==> src/rtl/ft2_cmd_parser.sv <==
// FT2 host command parser: 5-byte frames (SYNC CMD ADDR DATA CHK) -> register strobes + response.
// Optional saturating error counter enabled by defining FT2_CMD_ERR_CNT_EN.
module ft2_cmd_parser #(
    parameter logic [7:0]  SYNC_BYTE      = 8'hA5,
    parameter int unsigned TIMEOUT_CYCLES = 100000
) (
    input  logic       clk,
    input  logic       rst,
    output logic       rd_en,
    input  logic [7:0] read_data,
    input  logic       data_ready,
    output logic       wr_en,
    output logic [7:0] write_data,
    input  logic       data_sent,
    output logic       reg_wr_en,
    output logic       reg_rd_en,
    output logic [7:0] reg_addr,
    output logic [7:0] reg_wdata,
    input  logic [7:0] reg_rdata,
    output logic       busy,
    output logic [7:0] err_count
);
    localparam int unsigned TW = $clog2(TIMEOUT_CYCLES + 1);
    localparam logic [TW-1:0] TimerLast = TW'(TIMEOUT_CYCLES - 1);

    typedef enum logic [2:0] {
        StHunt, StGetCmd, StGetAddr, StGetData, StGetChk, StExec, StRdWait, StTx
    } state_e;

    state_e          state_q, state_d;
    logic [TW-1:0]   timer_q, timer_d;
    logic [7:0]      cmd_q, cmd_d, addr_q, addr_d, data_q, data_d, chk_q, chk_d;
    logic            rd_en_q, rd_en_d;
    logic            reg_wr_en_q, reg_wr_en_d, reg_rd_en_q, reg_rd_en_d;
    logic [7:0]      reg_addr_q, reg_addr_d, reg_wdata_q, reg_wdata_d;
    logic [3:0][7:0] resp_q, resp_d;
    logic            len4_q, len4_d;
    logic [1:0]      idx_q, idx_d;
    logic            rd_phase_q, rd_phase_d;
    logic            err_event;
    logic            frame_ok;

    assign frame_ok = ((cmd_q ^ addr_q ^ data_q) == chk_q);

    always_comb begin
        state_d     = state_q;
        timer_d     = timer_q;
        cmd_d       = cmd_q;
        addr_d      = addr_q;
        data_d      = data_q;
        chk_d       = chk_q;
        reg_wr_en_d = 1'b0;
        reg_rd_en_d = 1'b0;
        reg_addr_d  = reg_addr_q;
        reg_wdata_d = reg_wdata_q;
        resp_d      = resp_q;
        len4_d      = len4_q;
        idx_d       = idx_q;
        rd_phase_d  = rd_phase_q;
        err_event   = 1'b0;
        unique case (state_q)
            StHunt: begin
                timer_d = '0;
                if (data_ready && read_data == SYNC_BYTE) state_d = StGetCmd;
            end
            StGetCmd, StGetAddr, StGetData, StGetChk: begin
                if (data_ready) begin
                    timer_d = '0;
                    unique case (state_q)
                        StGetCmd:  begin cmd_d  = read_data; state_d = StGetAddr; end
                        StGetAddr: begin addr_d = read_data; state_d = StGetData; end
                        StGetData: begin data_d = read_data; state_d = StGetChk;  end
                        default:   begin chk_d  = read_data; state_d = StExec;    end
                    endcase
                end else if (timer_q == TimerLast) begin
                    // Inter-byte stall: drop the partial frame silently.
                    timer_d   = '0;
                    state_d   = StHunt;
                    err_event = 1'b1;
                end else begin
                    timer_d = timer_q + TW'(1);
                end
            end
            StExec: begin
                idx_d = 2'd0;
                if (frame_ok && cmd_q == 8'h01) begin
                    reg_wr_en_d = 1'b1;
                    reg_addr_d  = addr_q;
                    reg_wdata_d = data_q;
                    resp_d      = {16'h0000, 8'h06, SYNC_BYTE};
                    len4_d      = 1'b0;
                    state_d     = StTx;
                end else if (frame_ok && cmd_q == 8'h02) begin
                    reg_rd_en_d = 1'b1;
                    reg_addr_d  = addr_q;
                    rd_phase_d  = 1'b0;
                    state_d     = StRdWait;
                end else begin
                    resp_d    = {16'h0000, 8'h15, SYNC_BYTE};
                    len4_d    = 1'b0;
                    err_event = 1'b1;
                    state_d   = StTx;
                end
            end
            StRdWait: begin
                // First cycle is the strobe itself; read data lands on the next one.
                if (!rd_phase_q) begin
                    rd_phase_d = 1'b1;
                end else begin
                    resp_d  = {addr_q ^ reg_rdata, reg_rdata, addr_q, SYNC_BYTE};
                    len4_d  = 1'b1;
                    state_d = StTx;
                end
            end
            StTx: begin
                if (data_sent) begin
                    if (idx_q == (len4_q ? 2'd3 : 2'd1)) begin
                        idx_d   = 2'd0;
                        state_d = StHunt;
                    end else begin
                        idx_d = idx_q + 2'd1;
                    end
                end
            end
            default: state_d = StHunt;
        endcase
        rd_en_d = (state_d inside {StHunt, StGetCmd, StGetAddr, StGetData, StGetChk});
    end

    always_ff @(posedge clk or posedge rst) begin
        if (rst) begin
            state_q     <= StHunt;
            timer_q     <= '0;
            cmd_q       <= '0;
            addr_q      <= '0;
            data_q      <= '0;
            chk_q       <= '0;
            rd_en_q     <= 1'b0;
            reg_wr_en_q <= 1'b0;
            reg_rd_en_q <= 1'b0;
            reg_addr_q  <= '0;
            reg_wdata_q <= '0;
            resp_q      <= '0;
            len4_q      <= 1'b0;
            idx_q       <= 2'd0;
            rd_phase_q  <= 1'b0;
        end else begin
            state_q     <= state_d;
            timer_q     <= timer_d;
            cmd_q       <= cmd_d;
            addr_q      <= addr_d;
            data_q      <= data_d;
            chk_q       <= chk_d;
            rd_en_q     <= rd_en_d;
            reg_wr_en_q <= reg_wr_en_d;
            reg_rd_en_q <= reg_rd_en_d;
            reg_addr_q  <= reg_addr_d;
            reg_wdata_q <= reg_wdata_d;
            resp_q      <= resp_d;
            len4_q      <= len4_d;
            idx_q       <= idx_d;
            rd_phase_q  <= rd_phase_d;
        end
    end

    assign rd_en      = rd_en_q;
    assign wr_en      = (state_q == StTx);
    assign write_data = wr_en ? resp_q[idx_q] : 8'h00;
    assign busy       = (state_q inside {StExec, StRdWait, StTx});
    assign reg_wr_en  = reg_wr_en_q;
    assign reg_rd_en  = reg_rd_en_q;
    assign reg_addr   = reg_addr_q;
    assign reg_wdata  = reg_wdata_q;

`ifdef FT2_CMD_ERR_CNT_EN
    logic [7:0] err_cnt_q;

    always_ff @(posedge clk or posedge rst) begin
        if (rst) begin
            err_cnt_q <= 8'h00;
        end else if (err_event && err_cnt_q != 8'hFF) begin
            err_cnt_q <= err_cnt_q + 8'h01;
        end
    end

    assign err_count = err_cnt_q;
`else
    logic unused_err_event;
    assign unused_err_event = err_event;
    assign err_count        = 8'h00;
`endif

endmodule
==> config.mk <==
export PLATFORM = sky130hd
export DESIGN_NAME = ft2_cmd_parser
export DESIGN_NICKNAME = d
export VERILOG_FILES = /design/src/rtl/ft2_cmd_parser.sv
export SDC_FILE = /design/constraint.sdc
export NUM_CORES = 1
export LEC_CHECK = 0
export CELL_PAD_IN_SITES_DETAIL_PLACEMENT = 0
export CELL_PAD_IN_SITES_GLOBAL_PLACEMENT = 2
export CORE_UTILIZATION = 37
export CTS_CLUSTER_SIZE = 25
export DETAILED_ROUTE_END_ITERATION = 8
export PLACE_DENSITY_LB_ADDON = 0.1
export SLEW_MARGIN = 20
export SYNTH_ARGS = -nofsm -noshare
export SYNTH_HDL_FRONTEND = slang
export SYNTH_SLANG_ARGS = --single-unit
==> constraint.sdc <==
create_clock -name clk -period 3.8 [get_ports clk]
set_clock_uncertainty 0.05 [all_clocks]
set_input_delay 0.57 -clock clk [delete_from_list [all_inputs] [get_ports clk]]
set_output_delay 0.57 -clock clk [all_outputs]
set_load 0.005 [all_outputs]
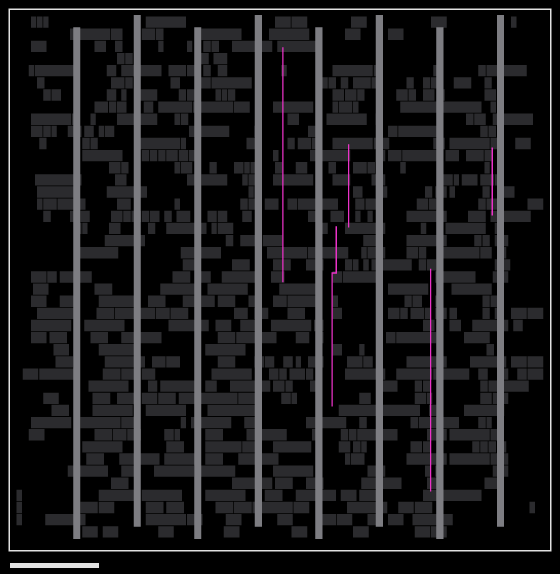
run_1/m4.png
Bar = 20 um. Supply wires on this layer in grey.
The longest straight run is 52.4 um. The wires run mostly vertical.
Vias: 3906
Routed WL: 12700 um

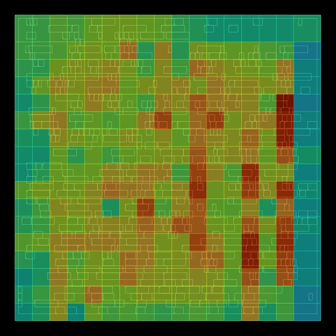
run_1/congestion_map.png
most used routing layer: met2
gr usage total: 0.188
GRT met1 Usage: 0.249
met2 Use GR: 0.304
Final Core Density: 0.448

==> run summary, run 1 <==
number of remaining DRC errors -> 0
initial DRC count -> 245
r2r startpoint -> timer_q[0]
Final WS setup -> 0.818 ns
Antenna diodes -> 0
H-tree levels -> 3
Max power group -> sequential cells
largest family of logic cells by area -> simple AND/OR/NAND/NOR gates
setup TNS -> 0 ns
Inverters, non-clock -> 9
Lkg Pwr -> 2.54 nW
gr ovfl total -> 0
GPL Wtd Cong -> 0.751
most used logic cell in the final layout -> dfrtp_1
most frequent cells in the layout -> 100 x dfrtp_1, 52 x mux2_2, 51 x nand3_1
post-CTS setup repair buffer count -> 0
Worst Setup EP -> write_data[5]
R2R Path End -> timer_q[9]
clk buf depth -> 2
fin crit period -> 2.98 ns
WL met1 -> 6100 um
# hold bufs at CTS -> 0
status -> finished clean
Switch Pwr -> 0.00179 W
commonest cells in the netlist -> 100 x dfrtp_1, 52 x mux2_2, 51 x nand3_1
Seq cells -> 100
clk root buf -> clkbuf_16
comb pwr -> 0.00182 W
RSZ-0062 raised after global routing -> no
ys cells -> 489
met3 usage -> 0.0489
WS Path Type -> reg2out
Synth flops -> 100
WL/cell -> 17.8 um
io pins -> 57
hold depth -> 1
Gate Count Post-Synth -> 489
Post-synth seq share -> 0.477
clk latency late pin -> 0.36 ns
register area -> 2500 sq um
Data required, critical path -> 3.18 ns
syn_area_per_cell -> 10.7 sq um
Final Max Tran Viols -> 0
row count -> 43
Hold EP -> reg_wdata[5]
Top-area cell share -> 0.477
Log Warnings -> 28
met2 routed WL -> 5980 um
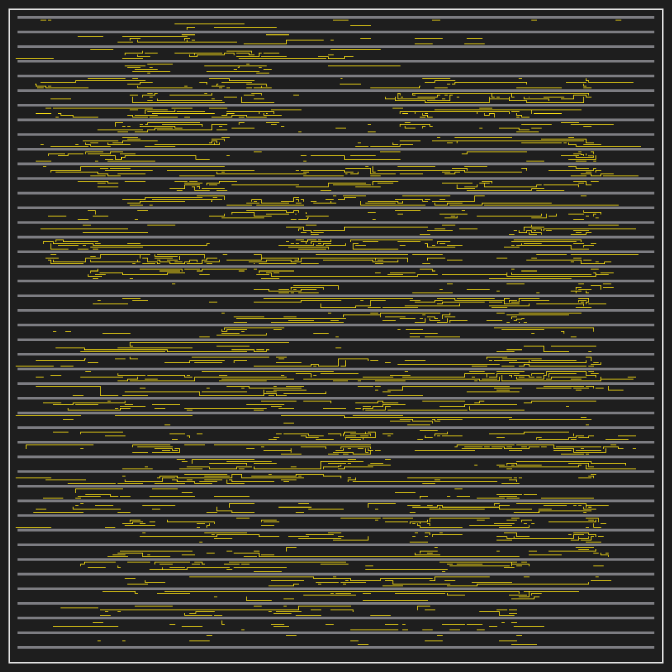
run_1/m1.png
Supply wires on this layer in grey.
The wires run mostly horizontal. The longest straight run is 65.8 um. The layer carries 6100 um of wire. 496 nets have wire on it. The layer holds 48% of the routed length.

## run 1: registers in the layout, summed over array words and instances, names as in the netlist, 2 cells and up
name,count
state_q,3
reg_wdata,8
resp_q,25
chk_q,8
idx_q,2
timer_q,17
data_q,8
reg_addr,8
cmd_q,8
addr_q,8
## run 1: stage by stage
| stage | instances | hold WS, ns | power, W |
|---|---|---|---|
| after floorplan | 496 | 0.431 | 0.00312 |
| after global placement | 698 | 0.438 | 0.00365 |
| after detailed placement | 698 | 0.442 | 0.00369 |
| after CTS | 714 | 0.461 | 0.00470 |
| after global routing | 714 | 0.475 | 0.00499 |
| final | 714 | 0.456 | 0.00465 |
## run 1: critical path, delay by kind of cell (launching register included)
kind / cells / cell delay, ns
buffers and inverters: 2 / 0.77
DFF: 1 / 0.69
and+or+nand+nor: 2 / 0.53
run_1/class_map.png
Bar = 20 um. Fill, decap, tap and diode cells in grey.
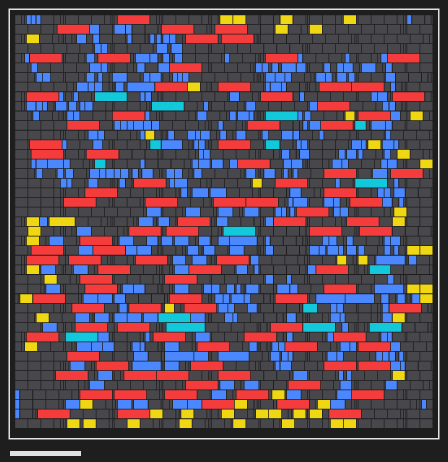

==> run 2: changes to the inputs <==
--- a/config.mk
+++ b/config.mk
@@ -7,7 +7,7 @@
 export LEC_CHECK = 0
 export CELL_PAD_IN_SITES_DETAIL_PLACEMENT = 0
 export CELL_PAD_IN_SITES_GLOBAL_PLACEMENT = 2
-export CORE_UTILIZATION = 37
+export CORE_UTILIZATION = 34
 export CTS_CLUSTER_SIZE = 25
 export DETAILED_ROUTE_END_ITERATION = 8
 export PLACE_DENSITY_LB_ADDON = 0.1
==> constraint.sdc (replaced) <==
create_clock -name clk -period 2.46 [get_ports clk]
set_clock_uncertainty 0.05 [all_clocks]
set_input_delay 0.369 -clock clk [delete_from_list [all_inputs] [get_ports clk]]
set_output_delay 0.369 -clock clk [all_outputs]
set_load 0.005 [all_outputs]
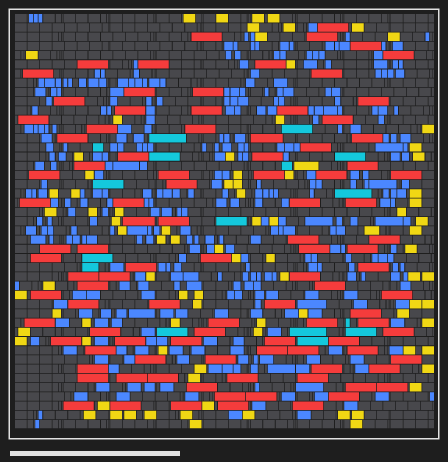
run_2/class_map.png
Bar = 50 um. Fill, decap, tap and diode cells in grey.
Red stands for registers, cells 100. Blue stands for remaining logic cells, cells 363. Cyan stands for clock drivers and dummy loads, cells 16. Yellow stands for remaining buffers and delay cells, cells 88.
row count: 45
Seq area share: 0.386
final instance area: 6490 sq um

==> run 2 against run 1 <==
Sequential share of layout area decreased by 1.8 points. Worst setup slack lost 0.74 ns. Highest routed layer unchanged. Die size is 8.7% higher.
==> run summary, run 2 <==
TritonCTS buffer count -> 9
# hold bufs at CTS -> 0
Data required, critical path -> 2.04 ns
fin crit period -> 2.38 ns
top sig layer -> met4
Largest Register -> resp_q
number of remaining DRC errors -> 0
# setup viols final -> 0
most used logic cell in the final layout -> dfrtp_1
first-pass GRT wire length -> 22600 um
WL met1 -> 6800 um
Fin Hold WS -> 0.193 ns
gr usage total -> 0.185
Setup WS pre-CTS -> 0.231 ns
Final WS setup -> 0.0765 ns
clk root buf -> clkbuf_16
clk latency late pin -> 0.35 ns
met2 routed WL -> 6260 um
Lkg Pwr -> 2.72 nW
number of flip-flops in the largest register -> 25
Gate Count Post-Synth -> 489
Die W -> 126 um
io pins -> 57
layout cell share with drive strength beyond 1 -> 0.222
Log Warnings -> 26
Seq cells -> 100
most used routing layer -> met2
final net count -> 583
Worst Path Buf+Inv -> 2
f_max -> 420 MHz
H-tree levels -> 3
Routed WL -> 13700 um
met3 usage -> 0.0340
Inverters, non-clock -> 9
fraction of area in multi-input gates -> 0.395
Non-Filler Instances -> 755
Antenna diodes -> 0
Syn Std Cell Area -> 5240 sq um
setup TNS -> 0 ns
Vias -> 4007
GRT met1 Usage -> 0.252
wire length on met3 -> 387 um
top cell category -> logic gates
status -> finished clean
Worst-Margin Slew -> 0.505 ns
Hold Crit Class -> in2async
Final Max Tran Viols -> 0
WS Path Type -> reg2out
initial antenna violation count -> 0
met2 Use GR -> 0.296
Post-synth area hogs -> dfrtp_1 48%, mux2_2 11%, nand3_1 4.9%, o211ai_1 3.3%, nand2_1 2.6%
WL/cell -> 18.1 um
GPL Wtd Cong -> 0.803
Post-synth EDFFs -> 0
Synth flops -> 100
buffering overhead -> 0.123
ys cells -> 489
largest family of logic cells by area -> simple AND/OR/NAND/NOR gates
Final Hold Violating Endpoints -> 0
total power -> 0.00762 W
clock buffer count -> 11
Multiplexer share -> 0.129
AND-OR/OR-AND share of the synthesized area -> 0.112
FFs w/ async S/R, synth -> 1.00
register area -> 2500 sq um
placed cells -> 736
initial DRC count -> 252
Top-area cell share -> 0.477
Post-synth seq share -> 0.477
gr ovfl total -> 0
clk buf depth -> 2
CTS tree -> yes
largest registers -> resp_q (25), timer_q (17)
most frequent cells in the layout -> 98 x dfrtp_1, 52 x mux2_2, 51 x nand3_1
CP delay by family, top -> buffers and inverters
commonest cells in the netlist -> 100 x dfrtp_1, 52 x mux2_2, 51 x nand3_1
syn_area_per_cell -> 10.7 sq um
Yosys Chip Area -> 5240 sq um
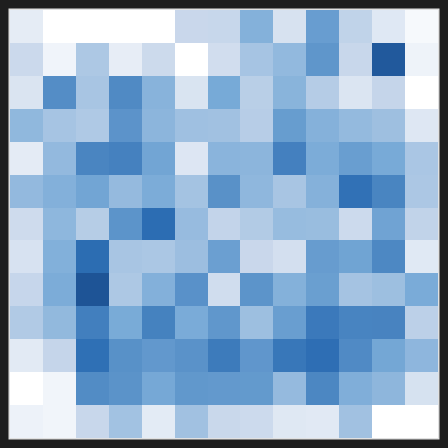
run_2/util_map.png
13 x 13 tiles, from white (low) to dark blue (high), 0 to 100% covered.
2.4% of the tiles are over 75% full. 5.3% of the tiles are nearly empty. The fullest tile reaches 85%. The mean over all tiles is 39%.
fp util: 0.346
Final Core Density: 0.429
Core Box Area: 15100 sq um

-- run 2: cell counts after synthesis --
Identical to the previous run, type by type.
-- run 2: path summary, 6_finish.rpt --
path	from	endpoint	slack, ns	cells after the start
setup reg to reg	timer_q[8]	timer_q[12]	0.22	6
max in group asynchronous	rst	idx_q[1]	1.46	3
hold reg to reg	reg_wdata[4]	reg_wdata[4]	0.46	1
hold / removal	rst	data_q[0]	0.19	2
min in group clk	reg_wdata[4]	reg_wdata[4]	0.46	1
setup / recovery	idx_q[0]	write_data[5]	0.08	4
-- run 2: timing repair --
action                     4_1_cts  5_1_grt
setup endpoints to repair        4        8
setup buffers                    0        3
pin swaps                        0        0
resized                          1        4
cloned                           0        0
-- run 2: power by group --
group	switching (W)	internal, W
clock	0.000654	0.00103
combinational	0.00157	0.00164
sequential	0.000558	0.00217
No activity file was given, so power comes from the tool's default toggle rates.
